Figure 1. PDN straps and rails.
Pins as bars on the die edge. Tap cells in grey.
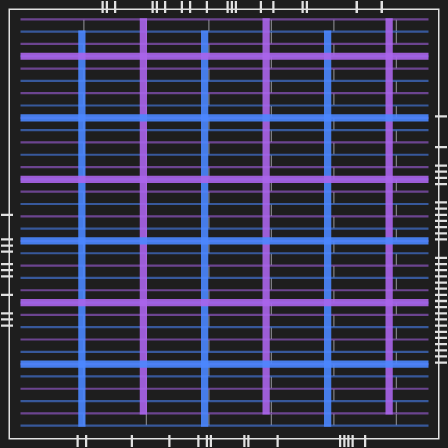
Figure 2. Clock distribution.
The bar under the picture is 20 um long.
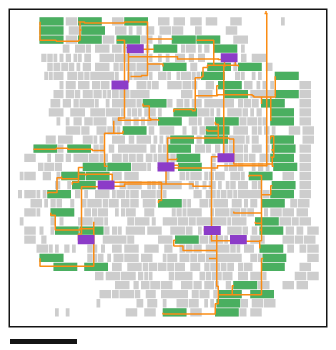
Figure 3. Selected gate families.
The bar under the picture is 20 um long.
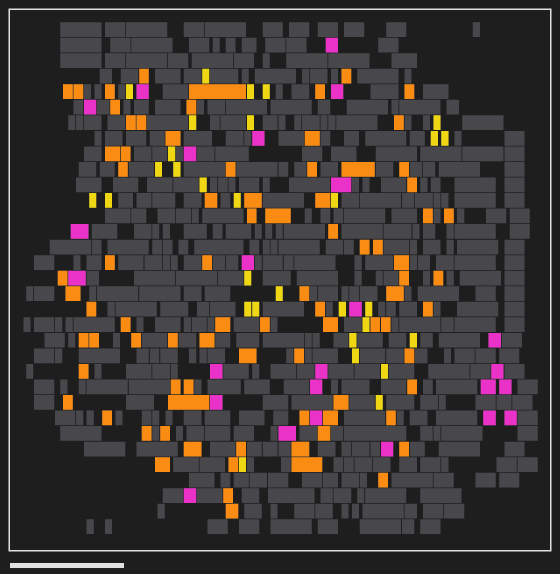
Figure 4. Clock routing.
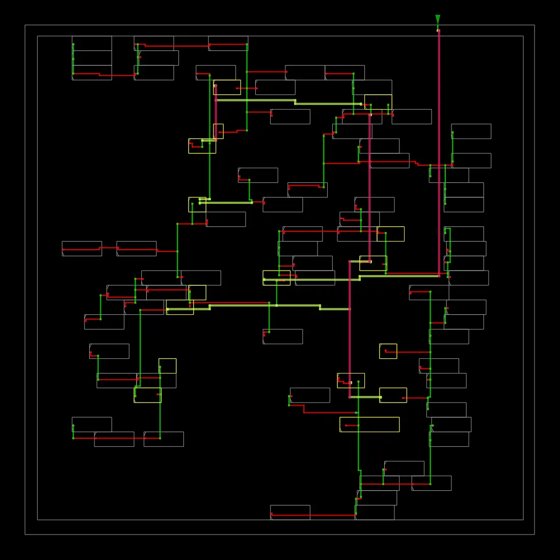
Figure 5. Cells coloured by class.
The bar under the picture is 20 um long.
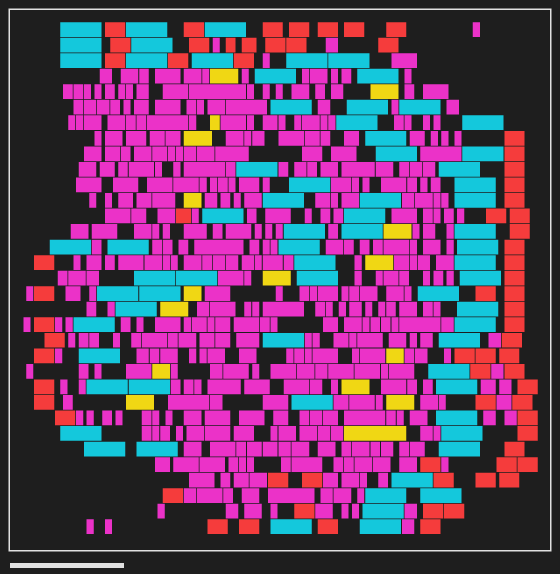
### config.mk
export PLATFORM = sky130hd
export DESIGN_NAME = sprite_blit_engine
export DESIGN_NICKNAME = d
export VERILOG_FILES = /design/src/rtl/sprite_pkg.sv /design/src/rtl/blit_addr_gen.sv /design/src/rtl/sprite_blit_engine.sv
export SDC_FILE = /design/constraint.sdc
export NUM_CORES = 1
export LEC_CHECK = 0
export CORE_MARGIN = 2
export CORE_UTILIZATION = 55
export DETAILED_ROUTE_END_ITERATION = 12
export PLACE_DENSITY = 0.86
export SLEW_MARGIN = 20
export SYNTH_ARGS = -nofsm -noshare
export SYNTH_HDL_FRONTEND = slang
export SYNTH_HIERARCHICAL = 1
export SYNTH_SLANG_ARGS = --single-unit
### constraint.sdc
create_clock -name Clk -period 13.8 [get_ports Clk]
set_clock_uncertainty 0.05 [all_clocks]
set_input_delay 2.76 -clock Clk [delete_from_list [all_inputs] [get_ports Clk]]
set_output_delay 2.76 -clock Clk [all_outputs]
set_load 0.005 [all_outputs]
### src/rtl/sprite_pkg.sv
// Shared types and default geometry for the sprite blit engine.
package sprite_pkg;

    typedef enum logic [1:0] {
        S_IDLE,
        S_RUN,
        S_DRAIN,
        S_DONE
    } state_t;

    localparam int unsigned DEF_SPR_W = 28;
    localparam int unsigned DEF_SPR_H = 42;
    localparam int unsigned DEF_FB_W  = 640;
    localparam int unsigned DEF_FB_H  = 480;

    localparam int unsigned ADDR_W = 19;
    localparam int unsigned PIX_W  = 5;
    localparam int unsigned POS_W  = 10;
    localparam int unsigned SCR_W  = 11;

    localparam logic [PIX_W-1:0] DEF_KEY = 5'h00;

endpackage

### src/rtl/blit_addr_gen.sv
// Walks the sprite in screen order and issues the (optionally mirrored) ROM read address.
module blit_addr_gen
    import sprite_pkg::*;
#(
    parameter int unsigned SPR_W = DEF_SPR_W,
    parameter int unsigned SPR_H = DEF_SPR_H,
    localparam int unsigned COL_W = $clog2(SPR_W),
    localparam int unsigned ROW_W = $clog2(SPR_H)
) (
    input  logic              clk,
    input  logic              rst,
    input  logic              load,
    input  logic              mirror_in,
    output logic [ADDR_W-1:0] rom_addr,
    output logic [COL_W-1:0]  col,
    output logic [ROW_W-1:0]  row,
    output logic              valid,
    output logic              last_c
);

    logic [COL_W-1:0]  col_q, col_d, mcol_d;
    logic [ROW_W-1:0]  row_q, row_d;
    logic              valid_q, valid_d;
    logic              mirror_q, mirror_d;
    logic [ADDR_W-1:0] rom_addr_q, rom_addr_d;

    assign last_c = valid_q && (col_q == COL_W'(SPR_W - 1)) && (row_q == ROW_W'(SPR_H - 1));

    // Counters name the pixel being issued this cycle; the address is registered alongside.
    always_comb begin
        col_d    = col_q;
        row_d    = row_q;
        valid_d  = valid_q;
        mirror_d = mirror_q;
        if (load) begin
            col_d    = '0;
            row_d    = '0;
            valid_d  = 1'b1;
            mirror_d = mirror_in;
        end else if (last_c) begin
            valid_d = 1'b0;
        end else if (valid_q) begin
            if (col_q == COL_W'(SPR_W - 1)) begin
                col_d = '0;
                row_d = row_q + ROW_W'(1);
            end else begin
                col_d = col_q + COL_W'(1);
            end
        end
        mcol_d     = mirror_d ? COL_W'(SPR_W - 1) - col_d : col_d;
        rom_addr_d = ADDR_W'(row_d) * ADDR_W'(SPR_W) + ADDR_W'(mcol_d);
    end

    always_ff @(posedge clk) begin
        if (rst) begin
            col_q      <= '0;
            row_q      <= '0;
            valid_q    <= 1'b0;
            mirror_q   <= 1'b0;
            rom_addr_q <= '0;
        end else begin
            col_q      <= col_d;
            row_q      <= row_d;
            valid_q    <= valid_d;
            mirror_q   <= mirror_d;
            rom_addr_q <= rom_addr_d;
        end
    end

    assign rom_addr = rom_addr_q;
    assign col      = col_q;
    assign row      = row_q;
    assign valid    = valid_q;

endmodule

### src/rtl/sprite_blit_engine.sv
// Copies a sprite from the sprite ROM into the frame buffer with transparency,
// horizontal mirroring and screen-edge clipping, one pixel per cycle.
module sprite_blit_engine
    import sprite_pkg::*;
#(
    parameter int unsigned      SPR_W = DEF_SPR_W,
    parameter int unsigned      SPR_H = DEF_SPR_H,
    parameter int unsigned      FB_W  = DEF_FB_W,
    parameter int unsigned      FB_H  = DEF_FB_H,
    parameter logic [PIX_W-1:0] KEY   = DEF_KEY
) (
    input  logic              Clk,
    input  logic              Reset,
    input  logic              start,
    input  logic [POS_W-1:0]  pos_x,
    input  logic [POS_W-1:0]  pos_y,
    input  logic              mirror,
    output logic              busy,
    output logic              done,
    output logic [ADDR_W-1:0] rom_addr,
    input  logic [PIX_W-1:0]  rom_data,
    output logic              fb_we,
    output logic [ADDR_W-1:0] fb_addr,
    output logic [PIX_W-1:0]  fb_data
);

    localparam int unsigned COL_W = $clog2(SPR_W);
    localparam int unsigned ROW_W = $clog2(SPR_H);

    state_t            state_q, state_d;
    logic              busy_q, busy_d, done_q, done_d;
    logic              accept_c;
    logic [POS_W-1:0]  pos_x_q, pos_x_d, pos_y_q, pos_y_d;
    logic [COL_W-1:0]  gen_col;
    logic [ROW_W-1:0]  gen_row;
    logic              gen_valid, gen_last_c;
    logic [SCR_W-1:0]  sx_c, sy_c;
    logic              slot_q, slot_d;
    logic [ADDR_W-1:0] fb_addr_q, fb_addr_d;

    assign accept_c = (state_q == S_IDLE) && start;

    blit_addr_gen #(
        .SPR_W(SPR_W),
        .SPR_H(SPR_H)
    ) u_addr_gen (
        .clk      (Clk),
        .rst      (Reset),
        .load     (accept_c),
        .mirror_in(mirror),
        .rom_addr (rom_addr),
        .col      (gen_col),
        .row      (gen_row),
        .valid    (gen_valid),
        .last_c   (gen_last_c)
    );

    always_ff @(posedge Clk) begin
        if (Reset) begin
            state_q <= S_IDLE;
        end else begin
            state_q <= state_d;
        end
    end

    always_comb begin
        state_d = state_q;
        case (state_q)
            S_IDLE:  if (start) state_d = S_RUN;
            S_RUN:   if (gen_last_c) state_d = S_DRAIN;
            S_DRAIN: state_d = S_DONE;
            S_DONE:  state_d = S_IDLE;
            default: state_d = S_IDLE;
        endcase
    end

    // Status flags follow the state being entered so they line up with it.
    always_comb begin
        busy_d = (state_d == S_RUN) || (state_d == S_DRAIN);
        done_d = (state_d == S_DONE);
    end

    // Delay slot: screen position and clip decision ride beside the ROM read.
    always_comb begin
        pos_x_d   = accept_c ? pos_x : pos_x_q;
        pos_y_d   = accept_c ? pos_y : pos_y_q;
        sx_c      = SCR_W'(pos_x_q) + SCR_W'(gen_col);
        sy_c      = SCR_W'(pos_y_q) + SCR_W'(gen_row);
        slot_d    = gen_valid && (sx_c < SCR_W'(FB_W)) && (sy_c < SCR_W'(FB_H));
        fb_addr_d = ADDR_W'(32'(sy_c) * FB_W + 32'(sx_c));
    end

    always_ff @(posedge Clk) begin
        if (Reset) begin
            busy_q    <= 1'b0;
            done_q    <= 1'b0;
            pos_x_q   <= '0;
            pos_y_q   <= '0;
            slot_q    <= 1'b0;
            fb_addr_q <= '0;
        end else begin
            busy_q    <= busy_d;
            done_q    <= done_d;
            pos_x_q   <= pos_x_d;
            pos_y_q   <= pos_y_d;
            slot_q    <= slot_d;
            fb_addr_q <= fb_addr_d;
        end
    end

    assign busy    = busy_q;
    assign done    = done_q;
    assign fb_we   = slot_q && (rom_data != KEY);
    assign fb_addr = fb_addr_q;
    assign fb_data = slot_q ? rom_data : '0;

endmodule
==> flow_metrics.py <==
# Physical implementation metrics
metrics = {
    "status": {
        "status": "finished clean",
    },
    "timing": {
        "final_max_slew_viol_count": 0,
        "min_period_over_period": 0.5152,
        "holdWs_ps": 415.0,
        "worst_pin_slew_ps": 671.0,
        "finalSetupViolations": 0,
        "hold_viol_final": 0,
        "maxSlewHeadroom": 0.5527,
        "period_minus_slack_ps": 7110,
    },
    "die": {
        "die_area_um2": 8937,
        "fp_util": 0.5571,
        "num_tap_cells": 105,
        "die.size.y_um": 94.54,
        "fp.dieW_um": 94.54,
        "coreArea_um2": 8093,
        "rows": 33,
    },
    "final_layout": {
        "num-nets-final": 676,
        "area.combinational_um2": 2928,
        "nNonClkInverters": 30,
        "clkbuf_count": 10,
        "final_cell_mix": "69 x dfxtp_1, 66 x clkdlybuf4s50_1, 60 x nand2_1",
        "fillers": 666,
        "design_area_um2": 5441,
        "multi_input_comb_cells": 413,
        "antennaDiodeCount": 0,
        "flops": 69,
        "seq_area_um2": 1381,
        "layout.nonclk_buf_frac": 0.1251,
        "buffers": 69,
        "drive_above_1_share": 0.06030,
        "seq_share": 0.2539,
        "layout_top_cell": "dfxtp_1",
        "clk_share": 0.03817,
        "largest_class": "combinational gates",
    },
    "placed_design": {
        "gp_congestion": 0.8228,
        "portBuffers": 67,
        "hpwlAfterDp_um": 7179,
        "placed_cell_area_um2": 5234,
    },
    "grt": {
        "grt_pass1_vias": 3625,
        "antenna_found_initial": 0,
        "grt_remaining_overflow": 0,
        "use_met1": 0.2949,
        "grt_max_degree": 68,
        "grt.total_usage": 0.2288,
        "grt_use_met3": 0.06225,
        "grt_pass1_wl_um": 16200,
    },
    "logic_synthesis": {
        "yosysWarningCount": 6,
        "largest_area_cell": "dfxtp_1",
        "ys_cells": 528,
        "synth_flops": 69,
        "area_leaders": "dfxtp_1 31%, ha_1 13%, nand2_1 5.0%, a21oi_1 4.8%, xnor2_1 4.1%",
        "synthCells": 528,
        "synth_top_area_share": 0.3064,
        "edf_count": 0,
        "ys_async_sr_fraction": 0,
        "synth_cell_types": 65,
        "synth_seq_share": 0.3064,
        "syn_area_um2": 4508,
        "syn_avg_cell_area_um2": 8.538,
        "synth_chip_area_um2": 4508,
        "ys.flop_type": "dfxtp_1",
    },
    "worst_setup_path": {
        "timing.rr.end": "fb_addr[18]",
        "cp.arrival_ps": 4300,
        "cp.required_ps": 10990,
        "max_stage_delay_ps": 520,
        "worstSetupStartpoint": "rom_data[3]",
        "path_cells": "clkdlybuf4s50_1 -> or4_1 -> o21a_1 -> clkdlybuf4s50_1",
        "crit_path_end_kind": "output pin",
        "crit_slowest_cell": "or4_1",
        "critPathCapture": "fb_we",
        "r2r_slack_ps": 9240,
        "criticalPathCategory": "primary input to output pin",
        "rr_worst_depth": 18,
        "critPathMaxFanout": 2,
        "cp_common_cell": "clkdlybuf4s50_1",
        "r2r-start": "u_addr_gen/row[0]",
        "critPathLaunchType": "primary input",
    },
    "job": {
        "tool_warnings": 28,
    },
    "route": {
        "routed_wirelength_um": 9766,
        "wl_met3_um": 575,
        "drcViolationCount": 0,
        "drt_iter0_markers": 164,
        "routed.top_layer": "met4",
        "vias_per_cell": 5.504,
        "wl_per_cell_um": 13.91,
        "wl_met2_um": 4611,
        "wl_met1_um": 4421,
        "ant_nets": 0,
        "drtPass1Iterations": 5,
    },
    "cts": {
        "ctsHtreeMaxLevel": 3,
        "root_buffer": "clkbuf_8",
        "postCtsSetupBuffers": 0,
        "postCtsHoldBufs": 0,
        "clk_pin_slew_ps": 70,
        "cts_resized": 0,
        "cts_buffer_depth": 2,
    },
    "hold_path": {
        "whs_endpoint": "pos_y_q[3]",
        "hp-class": "flop to flop",
        "worstHoldPathCells": 2,
    },
    "pwr": {
        "ir_worst_vdd_mv": 0.04786,
        "p_leak_nw": 2.399,
    },
}
Back to the opening pictures, Figure 1:
legend:
  purple:
    net: VDD
  blue:
    net: VSS
met1 rails: 34
met5 straps: 6
met4 straps: 6
signal pins: 75

Back to the opening pictures, Figure 2:
legend:
  orange:
    item: clock wires
    length: 849 um
  green:
    item: flip-flops
    count: 69
  purple:
    item: clock-net drivers
    count: 9
routed clock nets: 10

Back to the opening pictures, Figure 3:
legend:
  magenta:
    family: and/or cells
    cells: 25
    where: all over the die
  orange:
    family: aoi and oai cells
    cells: 83
  yellow:
    family: inv cells
    cells: 30

Back to the opening pictures, Figure 4:
Insertion Delay late pin: 350 ps
# clock sinks: 69
number of buffers created by CTS: 9

Back to the opening pictures, Figure 5:
legend:
  red:
    class: remaining buffers and delay cells
    cells: 69
  magenta:
    class: remaining logic cells
    cells: 443
  yellow:
    class: clock drivers and dummy loads
    cells: 16
  cyan:
    class: registers
    cells: 69

sequential cells by signal, summed over array words and instances, names as in the netlist, 2 cells and up:
name                 flops
fb_addr                 19
pos_x_q                 10
state_q                  2
u_addr_gen/rom_addr     12
u_addr_gen/row           6
pos_y_q                 10
u_addr_gen/col           5
synth_stat cells (5+ instances only):
cell type	count
a211oi_1	5
xnor2_1	21
mux2i_1	5
nand4_1	5
nand2b_1	7
clkbuf_1	14
nor2b_1	11
nor2_1	48
nand3b_1	5
ha_1	48
a21oi_1	43
nor3_1	22
a21o_1	13
inv_1	30
o21ai_0	11
xor2_1	21
buf_4	7
nand3_1	5
dfxtp_1	69
fa_1	7
and2_1	11
nand2_1	60
report_power, final:
part / internal [mW] / switching [mW] / total [mW]
sequential: 0.209 / 0.00618 / 0.215
clock: 0.0899 / 0.0816 / 0.171
combinational: 0.0363 / 0.0351 / 0.0714
critical path, delay by kind of cell:
family	cells	cell delay (ps)
buffers and inverters	2	840
and+or+nand+nor	1	520
AOI/OAI and AO/OA	1	180
per-stage QoR:
| step | setup WS (ps) | utilization | std cells |
|---|---|---|---|
| after global routing | 6640 | 0.6724 | 702 |
| after global placement | 6709 | 0.6467 | 686 |
| after floorplan | 7524 | - | 534 |
| after detailed placement | 6690 | 0.6467 | 686 |
| final | 6690 | 0.6724 | 702 |
| after CTS | 6678 | 0.6724 | 702 |
cells by family (layout without fill, tap and decap cells):
group | after synthesis | count (layout) | share of synthesized area
compound gates | 104 | 104 | 0.1552
xor+xnor | 45 | 45 | 0.09381
fa+ha+maj | 55 | 55 | 0.1643
buf+inv | 52 | 115 | 0.04913
flops | 69 | 69 | 0.3064
mux | 7 | 7 | 0.01610
other cells | 1 | 7 | 0.0008318
simple gates | 195 | 195 | 0.2143
Power figures rest on the tool's default switching activity, not on a simulated workload.
